## config.mk

```make
export PLATFORM = sky130hd
export DESIGN_NAME = bin_to_bcd_seq
export DESIGN_NICKNAME = d
export VERILOG_FILES = /design/src/rtl/bcd_pkg.sv /design/src/rtl/bcd_add3.sv /design/src/rtl/bin_to_bcd_seq.sv
export SDC_FILE = /design/constraint.sdc
export NUM_CORES = 1
export LEC_CHECK = 0
export ABC_CLOCK_PERIOD_IN_PS = 1900
export CORE_MARGIN = 2
export CORE_UTILIZATION = 50
export CTS_CLUSTER_SIZE = 20
export DETAILED_ROUTE_END_ITERATION = 6
export PLACE_DENSITY_LB_ADDON = 0.15
export SLEW_MARGIN = 20
export SYNTH_ARGS = -nofsm -noshare
export SYNTH_HDL_FRONTEND = slang
export SYNTH_SLANG_ARGS = --single-unit
```

## constraint.sdc

```tcl
create_clock -name clk -period 1.9 [get_ports clk]
set_input_delay 0.19 -clock clk [delete_from_list [all_inputs] [get_ports clk]]
set_output_delay 0.19 -clock clk [all_outputs]
set_load 0.02 [all_outputs]
```

## src/rtl/bcd_pkg.sv

```systemverilog
// Shared types and constants for the sequential binary-to-BCD converter.
// The overflow flag of bin_to_bcd_seq is enabled with the BIN2BCD_OVF_EN macro.
package bcd_pkg;

    localparam int BCD_DIGIT_W = 4;

    localparam logic [BCD_DIGIT_W-1:0] BCD_ADJ_THRESH = 4'd5;
    localparam logic [BCD_DIGIT_W-1:0] BCD_ADJ_VAL    = 4'd3;

    // Plain 2-bit encoding so the state register stays legacy-tool friendly
    typedef logic [1:0] state_t;

    localparam state_t ST_IDLE  = 2'd0;
    localparam state_t ST_SHIFT = 2'd1;
    localparam state_t ST_DONE  = 2'd2;

endpackage

```

## src/rtl/bcd_add3.sv

```systemverilog
// Double-dabble digit correction: a BCD digit of 5 or more gets +3 so the
// following left shift carries correctly into the next decimal digit.
module bcd_add3
    import bcd_pkg::*;
(
    input  logic [BCD_DIGIT_W-1:0] digit_i,
    output logic [BCD_DIGIT_W-1:0] digit_o
);

    assign digit_o = (digit_i >= BCD_ADJ_THRESH) ? digit_i + BCD_ADJ_VAL : digit_i;

endmodule

```

## src/rtl/bin_to_bcd_seq.sv

```systemverilog
// Sequential WIDTH-bit binary to NDIG-digit packed BCD converter, one bit per clock.
// Define BIN2BCD_OVF_EN to add the sticky ovf output (input exceeded 10^NDIG-1).
module bin_to_bcd_seq
    import bcd_pkg::*;
#(
    parameter int WIDTH = 8,
    parameter int NDIG  = 3
) (
    input  logic                       clk,
    input  logic                       rst,
    input  logic                       in_valid,
    output logic                       in_ready,
    input  logic [WIDTH-1:0]           in_bin,
    output logic                       out_valid,
    input  logic                       out_ready,
    output logic [BCD_DIGIT_W*NDIG-1:0] out_bcd,
    output logic                       busy
`ifdef BIN2BCD_OVF_EN
    ,
    output logic                       ovf
`endif
);

    localparam int BCD_W = BCD_DIGIT_W * NDIG;
    localparam int CNT_W = $clog2(WIDTH + 1);
    localparam logic [CNT_W-1:0] LAST_CNT = CNT_W'(WIDTH - 1);

    state_t             state_q, state_d;
    logic [WIDTH-1:0]   shift_q, shift_d;
    logic [BCD_W-1:0]   bcd_q, bcd_d;
    logic [BCD_W-1:0]   bcd_adj;
    logic [CNT_W-1:0]   cnt_q, cnt_d;
    logic               accept;
    logic               release_res;

    assign in_ready    = (state_q == ST_IDLE);
    assign busy        = (state_q == ST_SHIFT);
    assign out_valid   = (state_q == ST_DONE);
    assign out_bcd     = bcd_q;
    assign accept      = in_valid && in_ready;
    assign release_res = out_valid && out_ready;

    for (genvar g = 0; g < NDIG; g++) begin : g_digit
        bcd_add3 u_add3 (
            .digit_i (bcd_q[g*BCD_DIGIT_W +: BCD_DIGIT_W]),
            .digit_o (bcd_adj[g*BCD_DIGIT_W +: BCD_DIGIT_W])
        );
    end

`ifdef BIN2BCD_OVF_EN
    // Keep one extra bit on top so the bit leaving the top digit can be observed
    logic [BCD_W+WIDTH:0] shifted;
    logic                 carry_out;
    assign shifted   = {bcd_adj, shift_q, 1'b0};
    assign carry_out = shifted[BCD_W+WIDTH];
`else
    logic [BCD_W+WIDTH-1:0] shifted;
    assign shifted = {bcd_adj, shift_q} << 1;
`endif

    always_comb begin
        state_d = state_q;
        shift_d = shift_q;
        bcd_d   = bcd_q;
        cnt_d   = cnt_q;
        case (state_q)
            ST_IDLE: begin
                if (accept) begin
                    shift_d = in_bin;
                    bcd_d   = '0;
                    cnt_d   = '0;
                    state_d = ST_SHIFT;
                end
            end
            ST_SHIFT: begin
                bcd_d = shifted[BCD_W+WIDTH-1:WIDTH];
                shift_d = shifted[WIDTH-1:0];
                cnt_d = cnt_q + CNT_W'(1);
                if (cnt_q == LAST_CNT) begin
                    state_d = ST_DONE;
                end
            end
            ST_DONE: begin
                if (release_res) begin
                    state_d = ST_IDLE;
                end
            end
            default: begin
                state_d = ST_IDLE;
            end
        endcase
    end

    always_ff @(posedge clk) begin
        if (rst) begin
            state_q <= ST_IDLE;
            shift_q <= '0;
            bcd_q   <= '0;
            cnt_q   <= '0;
        end else begin
            state_q <= state_d;
            shift_q <= shift_d;
            bcd_q   <= bcd_d;
            cnt_q   <= cnt_d;
        end
    end

`ifdef BIN2BCD_OVF_EN
    logic ovf_q, ovf_d;

    always_comb begin
        ovf_d = ovf_q;
        if (accept) begin
            ovf_d = 1'b0;
        end else if (state_q == ST_SHIFT) begin
            ovf_d = ovf_q | carry_out;
        end
    end

    always_ff @(posedge clk) begin
        if (rst) begin
            ovf_q <= 1'b0;
        end else begin
            ovf_q <= ovf_d;
        end
    end

    assign ovf = ovf_q;
`endif

endmodule

```

Figure 1. Clock network drawn from the DEF.
(4 px per µm)
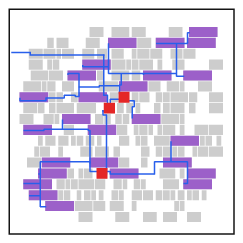
[clock wires] blue | length: 269 µm
[flip-flops] purple | count: 26
[clock-net drivers] red | count: 3
flops lie	widely spread

Figure 2. Wires at chosen ports, followed through buffers.
(8 px per µm)
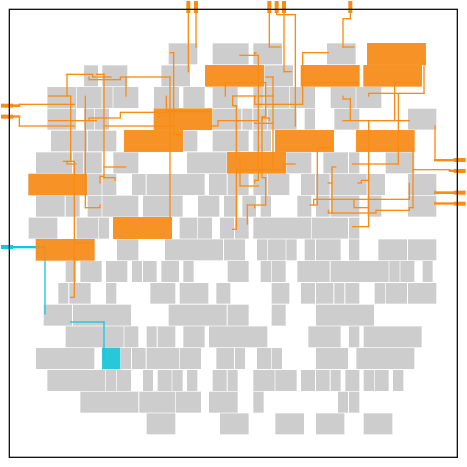
port	color	bits	direction	edge	end cells	buffers	wire
out_ready	cyan	1	input	left	1	1	20.8 µm
out_bcd	orange	12	output	6 top, 4 right, 2 left	12	12	482 µm

==> notes.md <==
Results of the full flow below.

Worst setup path:
- The run puts the arrival time at the worst endpoint at ~1.6 ns.
- In this run the critical register-to-register path is captured at out_bcd[6].
- The run puts the data required time of the worst path at 1.71 ns.
- The run gives the source of the worst register-to-register timing path as out_bcd[5].
- According to the timing report, the critical path is captured at busy.
- The run gives the register-to-register setup slack as 0.37 ns.
- The run puts the highest fanout seen on the critical path at 8.
- The run gives the cell class contributing the biggest share of worst-path delay as buffers and inverters.
- The run gives the depth of the worst register-to-register path as 6.
- The critical path starts at state_q[0].

Global routing:
- The run gives the global routing usage on met3 as 0.03023.
- The run gives the met1 layer usage reported by global route as 0.2554.
- The run puts the wire length of the first global-routing pass at between 4000 and 5000 µm.
- The run gives the maximum number of pins on one net before global-route repair as 17.
- The run gives the aggregate global-route resource usage as 0.1892.

STA:
- The run gives the tightest slew margin relative to the limit as 0.7188.
- The run gives the worst-case setup margin in the final layout as ~0.15 ns.
- Across the routed clock network, the largest skew measured is 0.002111 ns.
- The run gives the part of the cycle the worst path needs as 0.9233.
- The run gives the maximum clock frequency as approximately 570 MHz.
- The run puts the smallest hold slack at approximately 0.51 ns.

Placement:
- Note, the detailed placer reported a final HPWL of approximately 2100 µm.
- The run puts the final weighted congestion in routability-driven placement at 0.8010.
- The run puts the setup slack at placement at between 0.3 and 0.4 ns.
- The run gives the count of port buffers added during placement as 26.

Status:
- The flow ran to the end, and the final reports show no timing, DRC or antenna violations.

Synth:
- The run gives the netlist area before placement as ~1300 µm².
- The synthesis run identifies the leading combinational cell family as AND-OR/OR-AND gates.
- The run gives the compound-cell area share of the yosys netlist as 0.2162.
- The run gives the share of flip-flops with an asynchronous set or reset after synthesis as 0.
- The run puts the post-synthesis register bit count at 26.
- The run gives the biggest area consumer among synthesized cells as sky130_fd_sc_hd__dfxtp_1.
- The run puts the Yosys chip area at between 1000 and 1500 µm².
- The main area contributors are sky130_fd_sc_hd__dfxtp_1 (39%), sky130_fd_sc_hd__nor2_1 (7.8%), sky130_fd_sc_hd__a21oi_1 (7.5%).
- The run gives the synthesized area per cell as 8.391 µm².
- For this run, the register share of the synthesized area comes to 0.3877.
- For reference, the top cells by count after synthesis are sky130_fd_sc_hd__nor2_1 (28), sky130_fd_sc_hd__dfxtp_1 (26), sky130_fd_sc_hd__a21oi_1 (20).
- The run gives the number of nets in the synthesized netlist as about 180.
- The run gives the dominant register cell in the synthesized netlist as sky130_fd_sc_hd__dfxtp_1.
- The run gives the simple-gate share of the synthesized area as 0.2088.
- The run gives the number of synthesis warnings as 0.

Power:
- The run puts the power share of the combinational group at 0.144.
- The run puts the largest voltage drop on the vdd net at 0.5524 mV.
- Of the total power, the clock network draws 0.272.
- The run puts the power consumed by sequential cells at 0.000583 W.
- The run gives the switching power as between 0.0002 and 0.00025 W.
- The run gives the group drawing the most power as registers.

Die:
- The run puts the floorplan row count at 18.
- The run puts the starting utilization of the core area at 0.5370.
- The run gives the die area as 3115 µm².
- Pin placement for this block handled 27 I/O pins.
- The run gives the die outline height as between 50 and 60 µm.
- Across the placement rows, the number of tap cells is 30.
- The floorplan step defined a core boundary enclosing roughly 2500 µm².

Clock network:
- The run gives the clock tree root buffer cell as sky130_fd_sc_hd__clkbuf_4.
- The run gives the post-cts gate resize count as 1.
- Per the post-CTS timing run, clock transition at the registers of the reported paths is roughly 0.13 ns.
- For the worst-skew pair, the clock arrives at the later sink with an insertion delay of between 0.3 and 0.4 ns.
- The run puts the maximum clock insertion buffer count at 2.
- The run puts the count of H-tree levels built during CTS at 1.
- The run gives the total of hold buffers inserted after clock tree synthesis as 0.

Hold path:
- In this run the most critical hold path is launched from shift_q[5].
- Looking at the hold checks, the worst path lands on shift_q[5].
- In the hold timing report, the worst path depth is 2.

Layout:
- The number of antenna diodes in the final layout is 0.
- The run puts the tally of clock buffers in the finished layout at 4.
- The run gives the multi-input combinational area share as 0.4333.
- Per the final layout report, the fraction of cells sized above drive strength 1 comes to 0.1000.
- The run puts the total area of sequential cells at about 520 µm².
- The run gives the sequential cell area share as 0.3081.
- The run gives the post-route cell area as roughly 1700 µm².
- The run gives the relative area change from synthesis to final layout as 25.82%.
- According to the cell report, flip-flops and latches in the layout number 26.

Routing:
- The run gives the topmost layer with routed signal wires as met4.
- The violation tally recorded at the end of detailed-routing iteration 0 is 35.
- The run puts the post-detailed-route DRC marker count at 0.
- In the final routing, the length of wire on met1 measures 1344 µm.

Job:
- The run gives the number of maximum-capacitance violations as 0.
Power is estimated from default activity; no workload was simulated.
